==> src/rtl/mul_shift_add_pkg.sv <==
`default_nettype none
// ============================================================================
// Module   : mul_shift_add_pkg
// Purpose  : Shared state encoding and widths for the shift-and-add multiplier
// Revision : 1.0 - initial release
// ============================================================================
package mul_shift_add_pkg;

   typedef enum logic [1:0] {
      IDLE  = 2'd0,
      ADD   = 2'd1,
      SHIFT = 2'd2,
      DONE  = 2'd3
   } state_t;

   localparam int N_DEFAULT     = 16;
   localparam int PROD_W        = 2 * N_DEFAULT;
   localparam int SUM_W         = N_DEFAULT + 1;
   localparam int CNT_W_DEFAULT = $clog2(N_DEFAULT);

   // A one-bit operand still needs a one-bit counter
   function automatic int cnt_width(input int n);
      return (n > 1) ? $clog2(n) : 1;
   endfunction

endpackage
`default_nettype wire

==> src/rtl/mul_shift_add.sv <==
`default_nettype none
// ============================================================================
// Module   : mul_shift_add
// Purpose  : Sequential unsigned shift-and-add multiplier, 2N+2 cycles/product
// Revision : 1.0 - initial release
// ============================================================================
module mul_shift_add
   import mul_shift_add_pkg::*;
#(
   parameter int N = N_DEFAULT
) (
   input  logic           clk,
   input  logic           rst,
   input  logic           St,
   input  logic [N-1:0]   Multiplicando,
   input  logic [N-1:0]   Multiplicador,
   output logic [2*N-1:0] Produto,
   output logic           Busy,
   output logic           Done
);

   localparam int CNT_W = cnt_width(N);
   localparam logic [CNT_W-1:0] C_CNT_LAST = CNT_W'(N - 1);

   state_t           r_state;
   logic [N-1:0]     r_m;
   logic [2*N:0]     r_acc;
   logic [CNT_W-1:0] r_cnt;
   logic [2*N-1:0]   r_produto;

   logic [N:0]       w_sum;
   logic [2*N:0]     w_shifted;

   // Upper half is at most 2^N-1 before the add, so N+1 bits hold the carry
   assign w_sum     = r_acc[2*N:N] + {1'b0, r_m};
   assign w_shifted = {1'b0, r_acc[2*N:1]};

   always_ff @(posedge clk) begin
      if (rst) begin
         r_state   <= IDLE;
         r_m       <= '0;
         r_acc     <= '0;
         r_cnt     <= '0;
         r_produto <= '0;
      end else begin
         case (r_state)
            IDLE: begin
               if (St) begin
                  r_m     <= Multiplicando;
                  r_acc   <= {{(N+1){1'b0}}, Multiplicador};
                  r_cnt   <= '0;
                  r_state <= ADD;
               end
            end
            ADD: begin
               if (r_acc[0]) begin
                  r_acc[2*N:N] <= w_sum;
               end
               r_state <= SHIFT;
            end
            SHIFT: begin
               r_acc <= w_shifted;
               if (r_cnt == C_CNT_LAST) begin
                  r_produto <= w_shifted[2*N-1:0];
                  r_state   <= DONE;
               end else begin
                  r_cnt   <= r_cnt + 1'b1;
                  r_state <= ADD;
               end
            end
            DONE: begin
               r_state <= IDLE;
            end
            default: begin
               r_state <= IDLE;
            end
         endcase
      end
   end

   assign Produto = r_produto;
   assign Busy    = (r_state != IDLE);
   assign Done    = (r_state == DONE);

endmodule
`default_nettype wire

==> config.mk <==
export PLATFORM = sky130hd
export DESIGN_NAME = mul_shift_add
export DESIGN_NICKNAME = d
export VERILOG_FILES = /design/src/rtl/mul_shift_add_pkg.sv /design/src/rtl/mul_shift_add.sv
export SDC_FILE = /design/constraint.sdc
export NUM_CORES = 1
export LEC_CHECK = 0
export CAP_MARGIN = 20
export CORE_MARGIN = 3
export CORE_UTILIZATION = 48
export CTS_CLUSTER_DIAMETER = 60
export DETAILED_ROUTE_END_ITERATION = 6
export HOLD_SLACK_MARGIN = 0.08
export PLACE_DENSITY = 0.76
export SLEW_MARGIN = 10
export SYNTH_ARGS = -nofsm -noshare
export SYNTH_HDL_FRONTEND = slang
export SYNTH_SLANG_ARGS = --single-unit
export TNS_END_PERCENT = 30
==> constraint.sdc <==
create_clock -name clk -period 2.54 [get_ports clk]
set_clock_uncertainty 0.2 [all_clocks]
set_input_delay 0.381 -clock clk [delete_from_list [all_inputs] [get_ports clk]]
set_output_delay 0.381 -clock clk [all_outputs]
set_load 0.02 [all_outputs]
Run 1, clock distribution:
Bar = 20 um.
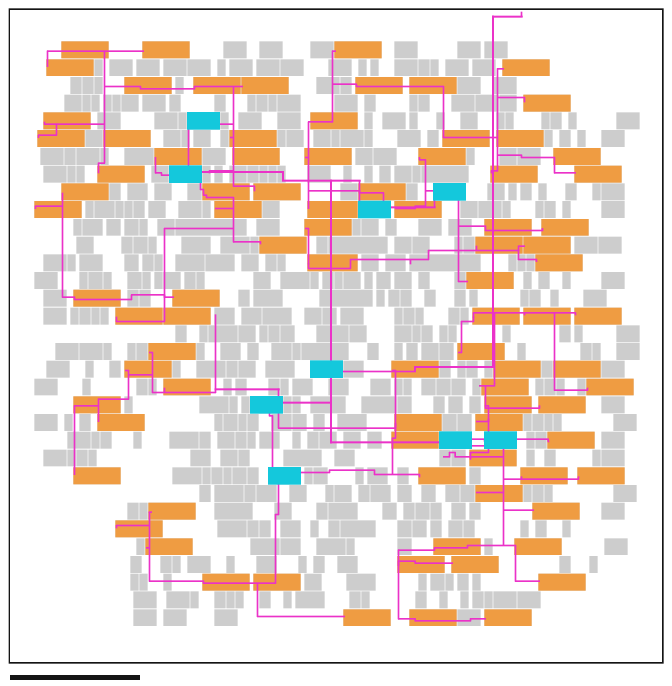
cells driving clock nets: marked cyan, count 9. flip-flops: marked orange, count 87. clock wires: marked magenta, length 1,060 um.
Position of the flops: all over the die. There are 10 routed clock nets.
Clk network pwr share: 33.6%
Late-Pin Clk Latency: 0.34 ns
Clock group: 0.00105 W

Run 1, placed standard cells:
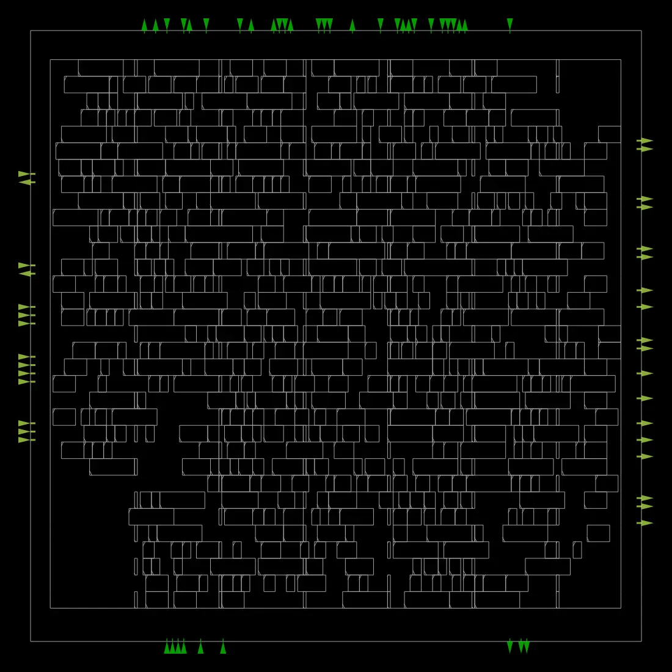
FILL cells: 746
flop share of the area: 33.2%

Run 1, ports around the boundary:
Pins as bars across the die edge, other pins in gray.
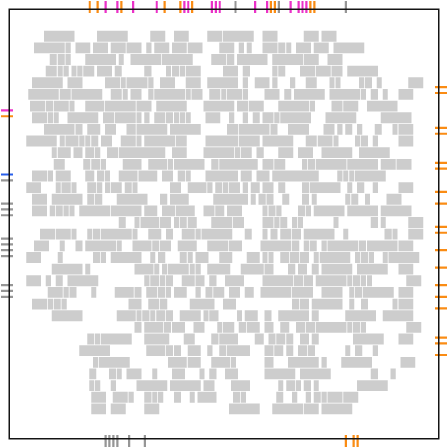
`Multiplicador`: marked magenta, pins 16, direction input, edge 15 top, 1 left. `Produto`: marked orange, pins 32, direction output, edge 18 right, 10 top, 3 bottom, 1 left. `St`: marked blue, pins 1, direction input, edge left.

==> run summary, run 1 <==
Max Cap Viol: 0
Main logic family after synthesis: AND-OR/OR-AND gates
IO Pins: 69
DP Wirelength: 7.11 mm
Yosys stat area: 0.00424 mm2
Vias in the first global route: 3,407
Clock buffer depth: 2
Starting DRT DRC Count: 187
Antenna violations before repair: 0
Post-Synth Simple-Gate Area: 19.6%
Slew Limit Fails: 0
Tool warnings: 29
LEAKAGE: 1.91 nW
Endpoints failing setup: 0
Seq/Total Area, Yosys: 41.1%
Main flop type: dfxtp_1
Max Fclk: 418 MHz
Worst Setup End Kind: register
CTS tree: done
Worst reg2reg path startpoint: r_m[0]
Hold WC Path Type: register to register
Outcome: finished clean
Port bufs: 68
Post-DR vias/cell: 5.35
RePlAce Congestion: 0.871
# DRC: 0
Yosys top cell by area: dfxtp_1
Routed via count: 3,701
Cell family with most CP delay: AND-OR/OR-AND gates
Antenna diodes: 0
Ys cells: 521
Synth Register Bits: 87
Layout cells sized above 1: 8.52%
Arrival time worst endpoint: 2.48 ns
Ys Warns: 0
Critical Path Stages: 9
Drt total wl: 9.76 mm
Critical Path RT: 2.63 ns
Drt first pass iters: 4
Die ar.: 0.00999 mm2
Cycle use final: 94.2%
WL per Instance: 14.1 um
Number of enable flip-flop cells: 0
Clock transition at path regs: 0.09 ns
Nature of the critical path startpoint: register
Gr usage total: 20.1%
Area fraction in mux cells: 4.13%
Layout Cells excl Fill: 692
Fin nets: 639
Clock period minus worst slack: 2.39 ns
Top area cell types: dfxtp_1, nand2_1, a21oi_1
Clk sink count: 87
FF-to-FF setup slack: 0.15 ns
CP max-delay cell: dfxtp_2
Top cell area share: 41.1%
Post-Syn Instances: 521
Power, Total: 0.00313 W
R2R cell count: 9
RSZ-0062 raised after global routing: no
CORE AREA: 0.00838 mm2
Netlist Area Pre-Place: 0.00424 mm2
AO/OA Area Share: 20.8%
Placed cells: 674
Remaining Overflow, GRT: 0
Worst hold path startpoint: Produto[29]
Pre-Place Util: 50.6%
WHS Endpoint: Produto[29]
Layout overhead on the synthesized area: 24.1%
FA/HA/MAJ Cells, Area Fraction: 6.67%
Row count: 33
Area fraction in xor and xnor cells: 3.10%
First-pass GRT wire length: 16.3 mm
Slowest stage delay, CP: 0.36 ns
CP bufs+invs: 1
Crit-path cells: ha_4 > inv_1 > fa_2 > nand2b_4 > a211oi_4 > o2111ai_2 > o31ai_2 > mux2_4 > a21oi_2
Total CTS buffers: 9
Worst IR drop on VDD: 346 uV
Hold buffer count at CTS: 0
Antenna-violating nets left: 0
Mapped Nets: 578
Largest net degree at the start of global routing: 68
Die Wd: 100 um
PD cells: 595 mW/mm2
Worst slew pin tran: 0.591 ns
Asr flop ratio synth: 0%
Worst Path Max Fanout: 2
Distinct lib cells used: 46
Hold Path Stages: 2
Clock Tree Root: clkbuf_8
Final hold violation count: 0
WS Path Type: register to register
Avg Inst Size Synth: 8.13 um2
Die height: 100 um
Slew margin rel.: 60.5%
FF-to-FF End: r_acc[32]
H-tree level count: 3
[run 1: power breakdown]
| part | internal (W) | switching [W] |
|---|---|---|
| combinational | 0.000218 | 0.000337 |
| clock | 0.000557 | 0.000496 |
| sequential | 0.00145 | 0.0000682 |
[run 1: flip-flops by register name (all words and copies together), names as in the netlist]
signal and flops:
Produto 32, r_acc 33, r_cnt 4, r_m 16
r_state 2
[run 1: through the flow]
step | worst slack, ns | setup TNS, ns | util, % | area (um2) | hold slack [ns]
floorplan | 0.0311 | 0 | - | 4240 | 0.241
global placement | 0.0444 | 0 | 59.6 | 4990 | 0.242
detailed placement | -0.00572 | -0.00572 | 59.6 | 4990 | 0.248
CTS | 0.00365 | 0 | 62.2 | 5210 | 0.260
global route | 0.00888 | 0 | 62.8 | 5260 | 0.278
finish | 0.147 | 0 | 62.8 | 5260 | 0.258
[run 1: routing by layer]
layer | vias up | global-route usage, % | part of all wire (%)
li1 | 1936 | - | -
met1 | 1671 | 30.6 | 52
met2 | 88 | 29.3 | 43
met3 | 6 | 3.75 | 4.4
met4 | 0 | 4.73 | 0.95
met5 | - | 0 | 0
[run 1: cells in the mapped netlist, types with 2 or more instances]
cell and instances:
a211oi_1 18, a21oi_1 75, a21oi_2 4, a22oi_1 2, a31oi_1 4, and2_1 2, and3_1 9, and4_1 2
buf_2 7, buf_6 3, clkbuf_1 21, dfxtp_1 87, ha_1 21, inv_1 8, mux2i_1 16, nand2_1 129
nand2b_1 5, nand3_1 15, nand4_1 4, nor2_1 26, nor2b_1 2, o211ai_1 3, o21a_1 3, o21ai_0 10
o21ai_1 2, o21bai_1 2, o22ai_1 9, xnor2_1 10, xor2_1 5
[run 1: how the worst max path moves through the flow]
stage	start	to	slack (ns)
finish	r_m[0]	r_acc[32]	0.15
global placement	r_m[0]	r_acc[32]	0.04
floorplan	r_acc[16]	r_acc[32]	0.03
detailed placement	r_m[0]	r_acc[32]	-0.006
CTS	r_acc[16]	r_acc[32]	0.004
global route	r_m[0]	r_acc[32]	0.009
[run 1: worst min-delay path: cells and delay by family, from the launching register on]
kind | cells | cell delay [ns]
flops | 1 | 0.32
simple gates | 1 | 0.05
compound gates | 1 | 0.05
[run 1: cells in the final DEF (no fill, tap or decap), types with 4 or more instances in the layout]
cell,synthesis,final
nand2_1,129,129
dfxtp_1,87,85
a21oi_1,75,75
clkdlybuf4s50_1,0,67
nor2_1,26,25
ha_1,21,20
a211oi_1,18,18
mux2i_1,16,16
nand3_1,15,15
buf_4,0,14
xnor2_1,10,10
o21ai_0,10,9
and3_1,9,9
o22ai_1,9,9
clkbuf_8,0,9
inv_1,8,8
xor2_1,5,5
nand4_1,4,4
nand2b_1,5,4
a21oi_2,4,4
a31oi_1,4,4
[run 1: timing repair]
action | in CTS | in global routing
hold endpoints to repair | 0 | 0
endpoints found under the setup margin | 1 | 4
buffers inserted | 1 | 1
resized | 0 | 9
pin swaps | 2 | 5
[run 1: layout make-up]
class                           instances  area, um2
Fill cell                             746       3120
Multi-Input combinational cell        393       2340
Sequential cell                        87       1740
Timing Repair Buffer                   83        801
Clock buffer                           11        131
Tap cell                              105        131
Clock inverter                          5       81.3
Inverter                                8       30.0
==> run 2, diff against run 1 <==
- CORE_UTILIZATION: 48 -> 50
- CTS_BUF_LIST: not set -> sky130_fd_sc_hd__clkbuf_8
- PLACE_DENSITY: 0.76 -> 0.78
==> run 2 against run 1 <==
Effect of this change:
- worst setup slack worse by 0.066 ns
- critical path type unchanged
- largest cell class unchanged
- critical path depth stayed put
- first-iteration DRC count is 22% higher
- die size is 3.8% lower
- synthesized cell count stayed put
- register-to-register slack worse by 0.07 ns
- largest power group unchanged
- synthesized area stayed put
- clock power is 9% lower
- sequential power hardly changed
- hold slack worse by 0.00058 ns
==> run summary, run 2 <==
Number of enable flip-flop cells: 0 (unchanged)
Clock transition at path regs: 0.09 ns (about the same)
Top cells by count: nand2_1, dfxtp_1, a21oi_1 (unchanged)
Yosys stat area: 0.00424 mm2 (unchanged)
Top cell area share: 41.1% (unchanged)
Top-count cell post-synth: nand2_1 (unchanged)
Antenna-violating nets left: 0 (unchanged)
WS Path Type: register to register (unchanged)
Outcome: finished clean (unchanged)
Largest net degree at the start of global routing: 46 (was 68)
Hold WC Path Type: register to register (unchanged)
Hold buffer count at CTS: 0 (unchanged)
Die ar.: 0.00962 mm2 (was 0.00999 mm2)
Gr usage total: 20.4% (was 20.1%)
Ys Warns: 0 (unchanged)
Worst slew pin tran: 0.585 ns (was 0.591 ns)
Top area cell types: dfxtp_1, nand2_1, a21oi_1 (unchanged)
Main flop type: dfxtp_1 (unchanged)
Max Cap Viol: 0 (unchanged)
Largest register FFs: 33 (unchanged)
Mapped Nets: 578 (unchanged)
Avg Inst Size Synth: 8.13 um2 (unchanged)
Synth Register Bits: 87 (unchanged)
Drt first pass iters: 5 (was 4)
Vias in the first global route: 3,429 (was 3,407)
Reg with most FFs: r_acc (unchanged)
Cycle use final: 96.8% (was 94.2%)
H-tree level count: 3 (unchanged)
Layout overhead on the synthesized area: 22.7% (was 24.1%)
Internal power: 0.00212 W (was 0.00223 W)
Tool warnings: 29 (unchanged)
# DRC: 0 (unchanged)
Seq/Total Area, Yosys: 41.1% (unchanged)
Remaining Overflow, GRT: 0 (unchanged)
PD cells: 582 mW/mm2 (was 595 mW/mm2)
Clock Tree Root: clkbuf_8 (unchanged)
Slew margin rel.: 60.9% (was 60.5%)
Power, Total: 0.00303 W (was 0.00313 W)
WL per Instance: 14.3 um (was 14.1 um)
Top cell excl fill/tap: nand2_1 (unchanged)
Clock buffer depth: 2 (unchanged)
DP Worst Slack: -0.0425 ns (was -0.00572 ns)
Antenna violations before repair: 0 (unchanged)
CORE AREA: 0.00797 mm2 (was 0.00838 mm2)
Port bufs: 68 (unchanged)
Top Layout Cells: nand2_1, dfxtp_1, a21oi_1, clkdlybuf4s50_1, nor2_1 (unchanged)
Nature of the critical path startpoint: register (unchanged)
Clk sink count: 87 (unchanged)
DP Wirelength: 7.23 mm (was 7.11 mm)
Critical Path RT: 2.64 ns (was 2.63 ns)
Final hold violation count: 0 (unchanged)
Clock period minus worst slack: 2.46 ns (was 2.39 ns)
Total CTS buffers: 9 (unchanged)
Drt total wl: 9.83 mm (was 9.76 mm)
Late-Pin Clk Latency: 0.36 ns (was 0.34 ns)
Hold Path Stages: 2 (unchanged)
Logic pwr share: 18.3% (was 17.8%)
Routed via count: 3,777 (was 3,701)
Max Fclk: 407 MHz (was 418 MHz)
RePlAce Congestion: 0.880 (was 0.871)
Placed cells: 671 (was 674)
Worst Slack Setup Final: 0.0809 ns (was 0.147 ns)
Sw Share: 30.1% (was 28.8%)
Fin nets: 638 (was 639)
CTS tree: done (unchanged)
Row count: 32 (was 33)
IO Pins: 69 (unchanged)
Ys cells: 521 (unchanged)
Pre-Place Util: 53.2% (was 50.6%)
Distinct lib cells used: 46 (unchanged)
Layout cells sized above 1: 7.85% (was 8.52%)
Arrival time worst endpoint: 2.56 ns (was 2.48 ns)
P_sw: 0.000911 W (was 0.000901 W)
Worst Path Max Fanout: 2 (unchanged)
Worst Setup End Kind: register (unchanged)
Post-DR vias/cell: 5.49 (was 5.35)
WHS: 0.257 ns (was 0.258 ns)
LEAKAGE: 1.90 nW (was 1.91 nW)
Die height: 98.1 um (was 100 um)
Endpoints failing setup: 0 (unchanged)
Post-Syn Instances: 521 (unchanged)
Asr flop ratio synth: 0% (unchanged)
Layout Cells excl Fill: 688 (was 692)
Die Wd: 98.1 um (was 100 um)
Part of the power in registers: 50.3% (was 48.6%)
Antenna diodes: 0 (unchanged)
Yosys top cell by area: dfxtp_1 (unchanged)
First-pass GRT wire length: 16.3 mm (about the same)
Worst IR drop on VDD: 380 uV (was 346 uV)
Clk network pwr share: 31.4% (was 33.6%)
Slew Limit Fails: 0 (unchanged)
Starting DRT DRC Count: 229 (was 187)
Netlist Area Pre-Place: 0.00424 mm2 (unchanged)
R2R cell count: 9 (unchanged)
==> run 2: path summary, 6_finish.rpt <==
path               startpoint     endpoint  slack, ns
hold reg to reg   Produto[21]  Produto[21]       0.26
setup / recovery       r_m[0]    r_acc[32]       0.08
setup reg to reg       r_m[0]    r_acc[32]       0.08
hold / removal    Produto[21]  Produto[21]       0.26
==> run 2: timing repair <==
| action | 4_1_cts | 5_1_grt |
|---|---|---|
| gates resized | 1 | 3 |
| setup endpoints to repair | 1 | 3 |
| cloned | 0 | 0 |
| setup buffers | 1 | 0 |
| pin swaps | 3 | 3 |
==> run 2: cell type report <==
class	count	area, um2
Clock buffer	9	124
Sequential cell	87	1740
Fill cell	717	2770
Multi-Input combinational cell	393	2330
Clock inverter	7	66.3
Inverter	8	30.0
Timing Repair Buffer	82	781
Tap cell	102	128
==> run 2: stage by stage <==
stage                     setup TNS (ns)  cell area, um2  utilization (%)
after CTS                              0            5180             65.0
final                                  0            5200             65.2
after global routing           -0.000421            5200             65.2
after detailed placement         -0.0425            4980             62.5
after floorplan                        0            4240                -
after global placement                 0            4980             62.5
==> run 2: cell families after synthesis <==
logic type,after synthesis,share of synthesized area (%)
muxes,17,4.13
buffers and inverters,41,4.58
xor gates and xnor gates,15,3.10
AOI/OAI and AO/OA,142,20.8
DFF,87,41.1
adders and majority gates,22,6.67
and+or+nand+nor,197,19.6
==> run 2: per-layer routing <==
layer / vias to the layer above / part of all wire (%) / GRT usage, %
met5: - / 0 / 0
met3: 16 / 4.5 / 3.07
li1: 1931 / - / -
met4: 0 / 1.6 / 7.03
met1: 1710 / 51 / 30.7
met2: 120 / 43 / 29.7
==> run 2: power groups by stage <==
stage                     Sequential, W  Clock [W]  Combinational (W)
final                           0.00152   0.000952           0.000553
after global routing            0.00154    0.00102           0.000612
after CTS                       0.00152   0.000974           0.000546
after global placement          0.00155          0           0.000528
after floorplan                 0.00153          0           0.000409
after detailed placement        0.00155          0           0.000541
==> run 2: worst max-delay path, stage by stage, from the launching register on <==
cell and delay [ns]:
dfxtp_1 0.34, ha_1 0.16, inv_1 0.05, fa_2 0.35, nand2b_4 0.17, a211oi_4 0.24
o2111ai_2 0.15, o31ai_2 0.28, mux2_4 0.33, a21oi_2 0.13
Run 2, clock distribution:
Bar = 20 um.
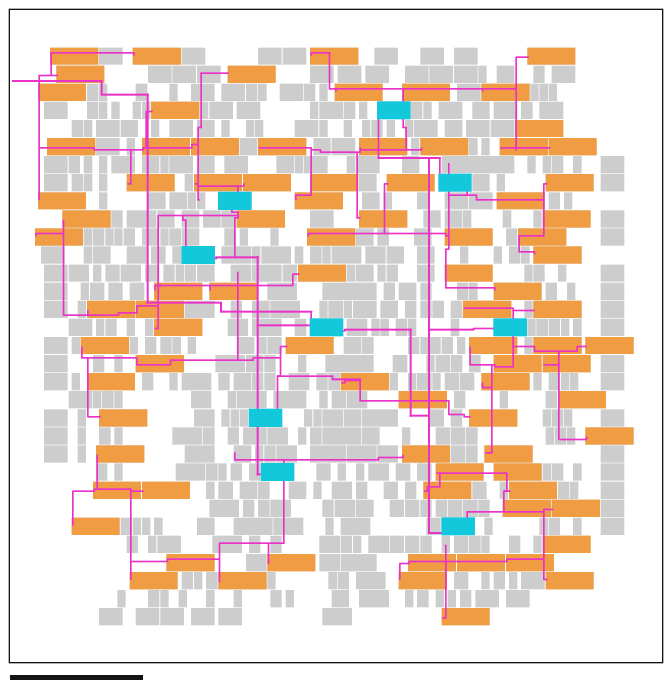
cells driving clock nets: marked cyan, count 9. flip-flops: marked orange, count 87. clock wires: marked magenta, length 1,060 um.
Position of the flops: all over the die.

Run 2, placed standard cells:
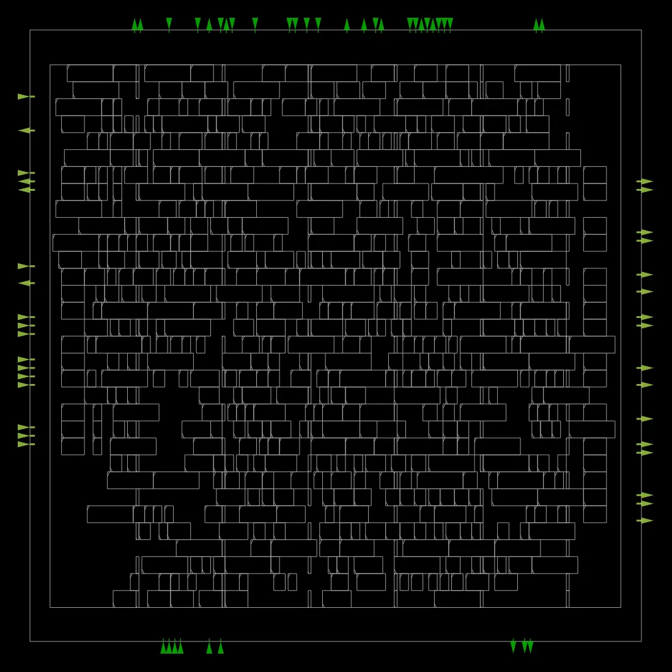
# Taps: 102
FILL cells: 717
Post-Route Utilization: 65.2%

Run 2, wiring by layer:
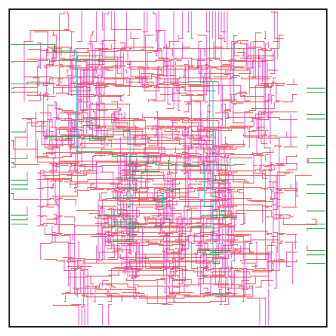
met1: marked red, wire length 5,040 um. met3: marked green, wire length 447 um. met4: marked cyan, wire length 158 um. met2: marked magenta, wire length 4,190 um.

No activity file was given, so power comes from the tool's default toggle rates.
